## config.mk

```make
export PLATFORM = sky130hd
export DESIGN_NAME = uart_tx_sched
export DESIGN_NICKNAME = d
export VERILOG_FILES = /design/src/rtl/uart_pkg.sv /design/src/rtl/uart_tx_sched_rr_arbiter.sv /design/src/rtl/uart_tx_sched.sv
export SDC_FILE = /design/constraint.sdc
export NUM_CORES = 1
export LEC_CHECK = 0
export CAP_MARGIN = 20
export CORE_MARGIN = 5
export CORE_UTILIZATION = 30
export DETAILED_ROUTE_END_ITERATION = 7
export GPL_TIMING_DRIVEN = 0
export SYNTH_ARGS = -nofsm -noshare
export SYNTH_HDL_FRONTEND = slang
export SYNTH_SLANG_ARGS = --single-unit
```

## constraint.sdc

```tcl
create_clock -name clk -period 9 [get_ports clk]
set_clock_uncertainty 0.05 [all_clocks]
set_input_delay 1.8 -clock clk [delete_from_list [all_inputs] [get_ports clk]]
set_output_delay 1.8 -clock clk [all_outputs]
set_load 0.02 [all_outputs]
```

## src/rtl/uart_pkg.sv

```systemverilog
// Shared types and helpers for the uart transmit scheduler and future rx/CSR arbiters.
package uart_pkg;

  localparam int FRAME_WD_DEF = 8;
  localparam int RR_MAX_REQ   = 8;

  typedef enum logic [1:0] {
    IDLE,
    LAUNCH,
    WAIT_DONE,
    GAP
  } sched_state_t;

  // One-hot grant to the first set bit after 'last', wrapping modulo n (n <= RR_MAX_REQ).
  function automatic logic [RR_MAX_REQ-1:0] rr_next_grant(
    input logic [RR_MAX_REQ-1:0] req,
    input logic [2:0]            last,
    input int                    n
  );
    logic [RR_MAX_REQ-1:0] gnt;
    logic [2:0]            idx;
    gnt = '0;
    for (int k = 1; k <= RR_MAX_REQ; k++) begin
      if (k <= n) begin
        idx = 3'((int'(last) + k) % n);
        if (gnt == '0 && req[idx]) gnt[idx] = 1'b1;
      end
    end
    return gnt;
  endfunction

endpackage

```

## src/rtl/uart_tx_sched_rr_arbiter.sv

```systemverilog
// Combinational round-robin arbiter: one-hot grant plus encoded index.
module rr_arbiter
  import uart_pkg::*;
#(
  parameter int  N  = 4,
  localparam int IW = (N > 1) ? $clog2(N) : 1
) (
  input  logic [N-1:0]  req,
  input  logic [IW-1:0] last_gnt,
  output logic [N-1:0]  gnt,
  output logic [IW-1:0] gnt_idx,
  output logic          gnt_any
);

  logic [RR_MAX_REQ-1:0] req_w;
  logic [RR_MAX_REQ-1:0] gnt_w;

  always_comb begin
    req_w          = '0;
    req_w[N-1:0]   = req;
    gnt_w          = rr_next_grant(req_w, 3'(last_gnt), N);
    gnt            = gnt_w[N-1:0];
    gnt_any        = |gnt_w;
    gnt_idx        = '0;
    for (int i = 0; i < N; i++) begin
      if (gnt_w[i]) gnt_idx = IW'(i);
    end
  end

endmodule

```

## src/rtl/uart_tx_sched.sv

```systemverilog
// Shares one tx serializer among NUM_REQ producers with round-robin arbitration,
// a programmable inter-frame gap and a watchdog on tx_done.
//   state     | meaning
//   IDLE      | arbitrate, accept one frame
//   LAUNCH    | pulse frame_en, clear watchdog
//   WAIT_DONE | hold data_frame, wait for tx_done or watchdog expiry
//   GAP       | enforce inter-frame idle time
module uart_tx_sched
  import uart_pkg::*;
#(
  parameter int  NUM_REQ     = 4,
  parameter int  FRAME_WD    = FRAME_WD_DEF,
  parameter int  GAP_CYC     = 16,
  parameter int  TIMEOUT_CYC = 131072,
  localparam int ID_W        = $clog2(NUM_REQ)
) (
  input  logic                        clk,
  input  logic                        rst,
  input  logic [NUM_REQ-1:0]          req_valid,
  input  logic [NUM_REQ*FRAME_WD-1:0] req_data,
  output logic [NUM_REQ-1:0]          req_ready,
  output logic                        frame_en,
  output logic [FRAME_WD-1:0]         data_frame,
  input  logic                        tx_done,
  output logic                        busy,
  output logic                        done_pulse,
  output logic                        timeout_err,
  output logic [ID_W-1:0]             done_id
);

  localparam int TO_W  = $clog2(TIMEOUT_CYC);
  localparam int GAP_W = (GAP_CYC > 0) ? $clog2(GAP_CYC + 1) : 1;
  localparam logic [TO_W-1:0]  TO_LAST  = TO_W'(TIMEOUT_CYC - 1);
  localparam logic [GAP_W-1:0] GAP_LAST = GAP_W'((GAP_CYC > 0) ? GAP_CYC - 1 : 0);

  sched_state_t          state, state_nx;
  logic [ID_W-1:0]       last_gnt;
  logic [ID_W-1:0]       cur_id;
  logic [TO_W-1:0]       to_cnt;
  logic [GAP_W-1:0]      gap_cnt;
  logic [NUM_REQ-1:0]    gnt;
  logic [ID_W-1:0]       gnt_idx;
  logic                  gnt_any;
  logic [FRAME_WD-1:0]   sel_data;
  logic                  gap_end;
  logic                  to_hit;

  rr_arbiter #(.N(NUM_REQ)) u_arb (
    .req      (req_valid),
    .last_gnt (last_gnt),
    .gnt      (gnt),
    .gnt_idx  (gnt_idx),
    .gnt_any  (gnt_any)
  );

  always_comb begin
    sel_data = '0;
    for (int i = 0; i < NUM_REQ; i++) begin
      if (gnt_idx == ID_W'(i)) sel_data = req_data[i*FRAME_WD +: FRAME_WD];
    end
  end

  // GAP_CYC == 0 still spends one cycle in GAP
  assign gap_end = (GAP_CYC == 0) || (gap_cnt == GAP_LAST);
  assign to_hit  = (to_cnt == TO_LAST);

  always_comb begin
    state_nx  = state;
    frame_en  = 1'b0;
    busy      = 1'b1;
    req_ready = '0;
    case (state)
      IDLE: begin
        busy = 1'b0;
        if (!rst) req_ready = gnt;
        if (gnt_any) state_nx = LAUNCH;
      end
      LAUNCH: begin
        frame_en = 1'b1;
        state_nx = WAIT_DONE;
      end
      WAIT_DONE: begin
        if (tx_done || to_hit) state_nx = GAP;
      end
      GAP: begin
        if (gap_end) state_nx = IDLE;
      end
      default: state_nx = IDLE;
    endcase
  end

  always_ff @(posedge clk) begin
    if (rst) begin
      state       <= IDLE;
      last_gnt    <= ID_W'(NUM_REQ - 1);
      cur_id      <= '0;
      data_frame  <= '0;
      to_cnt      <= '0;
      gap_cnt     <= '0;
      done_pulse  <= 1'b0;
      timeout_err <= 1'b0;
      done_id     <= '0;
    end else begin
      state       <= state_nx;
      done_pulse  <= 1'b0;
      timeout_err <= 1'b0;
      case (state)
        IDLE: begin
          if (gnt_any) begin
            data_frame <= sel_data;
            cur_id     <= gnt_idx;
            last_gnt   <= gnt_idx;
          end
        end
        LAUNCH: to_cnt <= '0;
        WAIT_DONE: begin
          to_cnt  <= to_cnt + 1'b1;
          gap_cnt <= '0;
          // tx_done has priority over a coincident watchdog expiry
          if (tx_done) begin
            done_pulse <= 1'b1;
            done_id    <= cur_id;
          end else if (to_hit) begin
            timeout_err <= 1'b1;
            done_id     <= cur_id;
          end
        end
        GAP: begin
          if (!gap_end) gap_cnt <= gap_cnt + 1'b1;
        end
        default: ;
      endcase
    end
  end

endmodule

```

**Run 1: selected gate families**

Bar = 20 um.
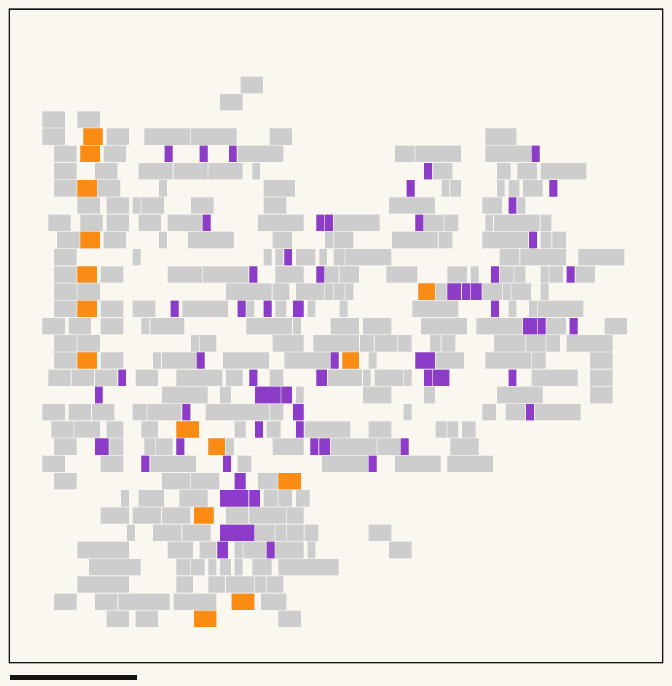
- purple: nor cells (cells 60)
- orange: non-inverting ao/oa cells (cells 15)
most common logic cell in the routed design: clkdlybuf4s50_1
non-filler instance count after layout: 453
logic share of the area: 0.499

**Run 1: placement density heat map**

10 x 10 tiles, from dark blue (low) to red (high), 0 to 100% covered.
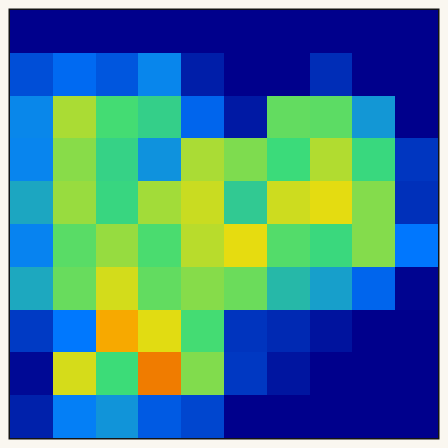
- nearly empty tiles: 27%
- fullest tile: 86%
- emptiest ninth of the die: bottom right
- densest ninth of the die: middle
final core utilization: 0.394
Core Box Area: 0.00855 mm^2
Initial Util: 0.303

**Run 1: routed clock nets over the placement**

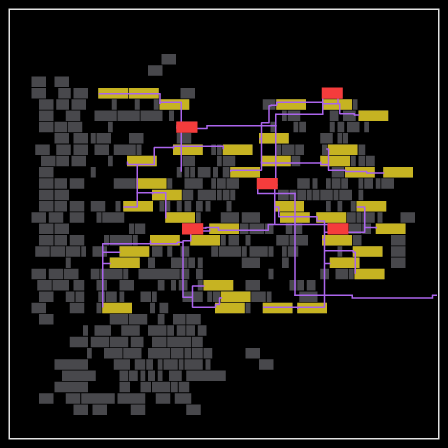
- purple: clock wires (length 535 um)
- red: clock drivers (count 5)
- yellow: flip-flops (count 40)
- routed clock nets: 6
P_clk: 0.122 mW
Clock Latency Late Sink: 0.29 ns
Clock Power Share: 0.118

==> flow_metrics.tcl, run 1 <==
# yosys + openroad results
set metrics [dict create \
    clkbuf_count 8 \
    setup_tns_ns 0 \
    worst_path_max_delay_cell "mux4_2" \
    period_used_share 0.751 \
    largest_class "multi-input combinational cells" \
    ff2ff_setup_slack_ns 5.50 \
    yosys_area_mm2 0.00259 \
    yosys_cells 282 \
    die.size.y_um 103 \
    cp_data_arrival_time_ns 4.90 \
    adder_share 0.0772 \
    dp.cells 445 \
    numCtsBuffers 5 \
    edf_count 0 \
    cpLargestDelayFamily "buffers and inverters" \
    clk_share 0.0267 \
    yosysUniqueCellTypes 57 \
    crit_top_cell "clkdlybuf4s50_1" \
    most_common_cell "nor2_1" \
    grt_pass1_wl_um 10300 \
    fillCellCount 851 \
    layout.area.comb_mm2 0.00168 \
    status "complete, no violations" \
    switching_power_mw 0.463 \
    synth.logic.top_family "simple AND/OR/NAND/NOR gates" \
    critPathBufInv 4 \
    crit_path_start "req_valid[2]" \
    signal_buffers 66 \
    place_congestion 0.836 \
    bufAreaShareNonClock 0.183 \
    fp.dieW_um 103 \
    worst_pin_slew_ns 0.648 \
    seqCellArea_um2 801 \
    antenna_found_initial 0 \
    place_ws_ns 2.25 \
    numClockSinks 40 \
    ys.flops 40 \
    placed_area_mm2 0.00328 \
    muxShareOfSynthArea 0.0777 \
    crit_type "in -> out" \
    netSwitchingFraction 0.447 \
    end_kind "output pin" \
    antenna_cells 0 \
    top_cells_by_count "nor2_1, dfxtp_1, nand2_1, ha_1, inv_1" \
    synthAoiAreaFrac 0.213 \
    fin_area_mm2 0.00337 \
    synth-main-ff-cell "dfxtp_1" \
    worst-path-stages 11 \
    seq_share 0.238 \
    drc_errors 0 \
    rows 34 \
    synth.area.top_cells "dfxtp_1, ha_1, nor2_1, a311oi_2, mux2i_1" \
    r2r-end "data_frame[0]$_SDFFE_PP0P_" \
    io_buffers 55 \
    netlist.area_leader.share 0.309 \
    clock.fmax_mhz 148 \
    syn_avg_cell_area_um2 9.19 \
    power_frac_seq 0.222 \
    grt_max_degree 12 \
    hold_viol 0 \
    simple_gate_area_frac 0.233 \
    critPathMaxFanout 10 \
    drtIter0Drc 69 \
    via_count 2235 \
    relSlewSlack 0.568 \
    wirelength_um 6100 \
    rsz0062_at_grt "false" \
    cp_slowest_stage_delay_ns 0.56 \
    cts-root-buf "clkbuf_8" \
    whs_endpoint "gap_cnt[3]$_SDFFE_PP0P_" \
    tool_warnings 36 \
    wl_per_cell_um 13.5 \
    chipArea_mm2 0.0106 \
    powerDensity_mw_per_mm2 307 \
    final_cell_mix "clkdlybuf4s50_1, nor2_1, dfxtp_1, nand2_1, ha_1" \
    grt.total_usage 0.122 \
    fin_crit_ns 6.75 \
    cap_violations 0 \
    seq_cells 40 \
    holdPathStages 1 \
    required_ns 7.15 \
    synth-xor-area-share 0.0473 \
    yosys.area.top_type "dfxtp_1" \
    startpoint_type "input pin" \
    hold_slack_ns 0.435 \
    taps 108 \
    worstPathCellList "clkdlybuf4s50_1 > mux4_2 > buf_6 > and2_4 > nor4b_2 > or2_2 > nor3_1 > nor4_2 > buf_4 > nor2_1 > clkdlybuf4s50_1" \
    drive_gt1_frac 0.119 \
    grt-ovfl-total 0 \
    nMultiInputCombCells 219 \
    inverters 12 \
    ir_drop_mv 0.193 \
    worstHoldPathType "reg -> reg" \
    p_leak_nw 1.33 \
    p_int_mw 0.573 \
    area_delta_synth_final_pct 29.9 \
    cts-resized-gates 0 \
    dp_hpwl_um 4850 \
    synth_area_mm2 0.00259 \
    via_per_inst 4.93 \
    clock_path_buffers 2 \
    syn_inst 282 \
    io_pins 57 \
    setup_viol_count_final 0 \
    synth_nets 337 \
    r2r_start "last_gnt[1]$_SDFFE_PP1P_" \
    power_mw 1.04 \
    grt_pass1_vias 2233 \
    postRouteAntennaNets 0 \
    drt-pass1-iter-count 4 \
    cts_tree "done" \
    h-tree-depth 2 \
    maxSlewViolCount 0 \
    reg2regPathDepth 12 \
    yosysWarnings 0 \
    comb_power_share 0.660 \
    post_cts_buffers 0 \
    ys_seq_share 0.309 \
    crit_end "req_ready[3]" \
    setup_ws_ns 2.25 \
    nNetsFinal 399 \
    hold_buffers 0 \
    min_from "gap_cnt[3]$_SDFFE_PP0P_" \
    path_clk_slew_ns 0.07 \
]
==> run 1: sequential cells by signal, summed over array words and instances, names as in the netlist <==
register and cells:
done_id 2, last_gnt 2, cur_id 2, state 2, to_cnt 17, done_pulse 1, gap_cnt 5, timeout_err 1
data_frame 8
==> run 1: routing by layer <==
metal	GRT usage	up-vias	wire, um
li1	-	1141	-
met1	0.157	1008	2920
met2	0.185	77	2560
met3	0.0555	9	544
met4	0.0309	0	80
met5	0	-	0
==> run 1: power groups by stage <==
stage | logic, mW | registers (mW) | clock network [mW]
floorplan | 0.504 | 0.245 | 0
global placement | 0.687 | 0.233 | 0
detailed placement | 0.689 | 0.234 | 0
CTS | 0.692 | 0.230 | 0.127
global route | 0.757 | 0.235 | 0.136
finish | 0.683 | 0.230 | 0.122
==> run 2, diff against run 1 <==
==> constraint.sdc (replaced) <==
create_clock -name clk -period 5.9 [get_ports clk]
set_clock_uncertainty 0.05 [all_clocks]
set_input_delay 1.18 -clock clk [delete_from_list [all_inputs] [get_ports clk]]
set_output_delay 1.18 -clock clk [all_outputs]
set_load 0.02 [all_outputs]
**Run 2: selected gate families**

Bar = 20 um.
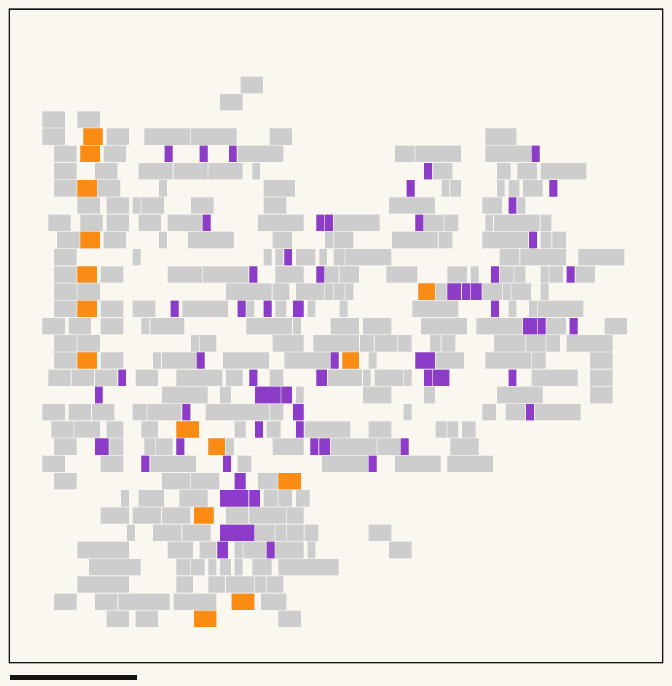
- purple: nor cells (cells 60)
- orange: non-inverting ao/oa cells (cells 15)

==> run 2 against run 1 <==
Worst setup slack got worse by 1.9 ns. Area after synthesis unchanged. Via count unchanged. Largest cell class unchanged. Total power increased by 53%. Sequential power increased by 53%. Sequential share of layout area unchanged. Register-to-register slack got worse by 3.1 ns. Final cell count unchanged. First-iteration DRC count unchanged. Critical path type unchanged. Critical endpoint unchanged.
==> flow_metrics.tcl, run 2 <==
# yosys + openroad results
set metrics [dict create \
    syn_inst 282 \
    clockPowerShare 0.118 \
    use_met1 0.157 \
    rsz0062_at_grt "false" \
    reg2regPathDepth 12 \
    powerDensity_mw_per_mm2 469 \
    final_cell_mix "clkdlybuf4s50_1, nor2_1, dfxtp_1, nand2_1, ha_1" \
    synth-main-ff-cell "dfxtp_1" \
    die.size.y_um 103 \
    yosysUniqueCellTypes 57 \
    status "complete, no violations" \
    chipArea_mm2 0.0106 \
    largest_reg_flops 17 \
    via_count 2235 \
    edf_count 0 \
    p_int_mw 0.874 \
    most_common_cell "nor2_1" \
    rows 34 \
    place_ws_ns 0.394 \
    simple_gate_area_frac 0.233 \
    h-tree-depth 2 \
    synth.area.top_cells "dfxtp_1, ha_1, nor2_1, a311oi_2, mux2i_1" \
    top_cells_by_count "nor2_1, dfxtp_1, nand2_1, ha_1, inv_1" \
    netSwitchingFraction 0.447 \
    ir_drop_mv 0.294 \
    routed.top_layer "met4" \
    cts-root-buf "clkbuf_8" \
    maxSlewViolCount 0 \
    grt_max_degree 12 \
    r2r-end "data_frame[0]$_SDFFE_PP0P_" \
    synth_area_mm2 0.00259 \
    relSlewSlack 0.568 \
    clock.fmax_mhz 181 \
    p_leak_nw 1.33 \
    crit_path_start "req_valid[2]" \
    muxShareOfSynthArea 0.0777 \
    wirelength_um 6100 \
    numClockSinks 40 \
    yosys_cells 282 \
    worst_pin_slew_ns 0.648 \
    whs_endpoint "gap_cnt[3]$_SDFFE_PP0P_" \
    core_area_mm2 0.00855 \
    holdPathStages 1 \
    dp.cells 445 \
    required_ns 4.67 \
    syn_avg_cell_area_um2 9.19 \
    largest-register "to_cnt" \
    via_per_inst 4.93 \
    netlist.area_leader.share 0.309 \
    hold_slack_ns 0.435 \
    grt-ovfl-total 0 \
    io_buffers 55 \
    yosys.area.top_type "dfxtp_1" \
    synth.logic.top_family "simple AND/OR/NAND/NOR gates" \
    power_frac_seq 0.222 \
    drt-pass1-iter-count 4 \
    antenna_found_initial 0 \
    critPathMaxFanout 10 \
    place_congestion 0.836 \
    fillCellCount 851 \
    crit_type "in -> out" \
    yosysWarnings 0 \
    p_clk_mw 0.186 \
    yosys_area_mm2 0.00259 \
    cts_tree "done" \
    worstHoldPathType "reg -> reg" \
    nNetsFinal 399 \
    min_from "gap_cnt[3]$_SDFFE_PP0P_" \
    drtIter0Drc 69 \
    grt.busiest_layer "met2" \
    grt_pass1_vias 2233 \
    synth_nets 337 \
    synth-xor-area-share 0.0473 \
    fin_crit_ns 5.51 \
    period_used_share 0.935 \
    fin_area_mm2 0.00337 \
    grt.total_usage 0.122 \
    comb_power_share 0.660 \
    drive_gt1_frac 0.119 \
    drc_errors 0 \
    seqCellArea_um2 801 \
    reg.largest.list "to_cnt: 17 flops, data_frame: 8 flops, gap_cnt: 5 flops" \
    clock_insertion_delay_worst_skew_ns 0.29 \
    stdcell_count 453 \
    comb-power_mw 1.04 \
    grt_use_met2 0.185 \
    ys_seq_share 0.309 \
    hold_buffers 0 \
    setup_ws_ns 0.385 \
    adder_share 0.0772 \
    wl_met3_um 544 \
    cap_violations 0 \
    setup_tns_ns 0 \
    hold_viol 0 \
    switching_power_mw 0.706 \
    path_clk_slew_ns 0.07 \
    cts-resized-gates 0 \
    clock_path_buffers 2 \
    ff2ff_setup_slack_ns 2.40 \
    postRouteAntennaNets 0 \
    dp_hpwl_um 4850 \
    cp_data_arrival_time_ns 4.28 \
    end_kind "output pin" \
    use_met3 0.0555 \
    met2WireLength_um 2560 \
    tool_warnings 36 \
    placed_area_mm2 0.00328 \
    numCtsBuffers 5 \
    top_power_group "combinational cells" \
    post_cts_buffers 0 \
    fin_util 0.394 \
    area_delta_synth_final_pct 29.9 \
    power_mw 1.58 \
    synthAoiAreaFrac 0.213 \
    pg_seq_mw 0.351 \
    grt_pass1_wl_um 10300 \
    ys.flops 40 \
    startpoint_type "input pin" \
    r2r_start "last_gnt[1]$_SDFFE_PP1P_" \
    antenna_cells 0 \
]
[run 2: cell counts after synthesis]
Identical to the previous run, type by type.
[run 2: cell type report]
cell class | count | area share
timing repair buffer | 55 | 0.163
tap | 108 | 0.0401
buffer | 11 | 0.0197
inverter | 12 | 0.0134
clock buffer | 8 | 0.0267
sequential | 40 | 0.238
multi-input combinational | 219 | 0.499
[run 2: critical path, cell delays in order]
cell and delay, ns:
clkdlybuf4s50_1 0.46, mux4_2 0.56, buf_6 0.18, and2_4 0.18
nor4b_2 0.33, or2_2 0.23, nor3_1 0.07, nor4_2 0.23
buf_4 0.26, nor2_1 0.05, clkdlybuf4s50_1 0.54
No activity file was given, so power comes from the tool's default toggle rates.
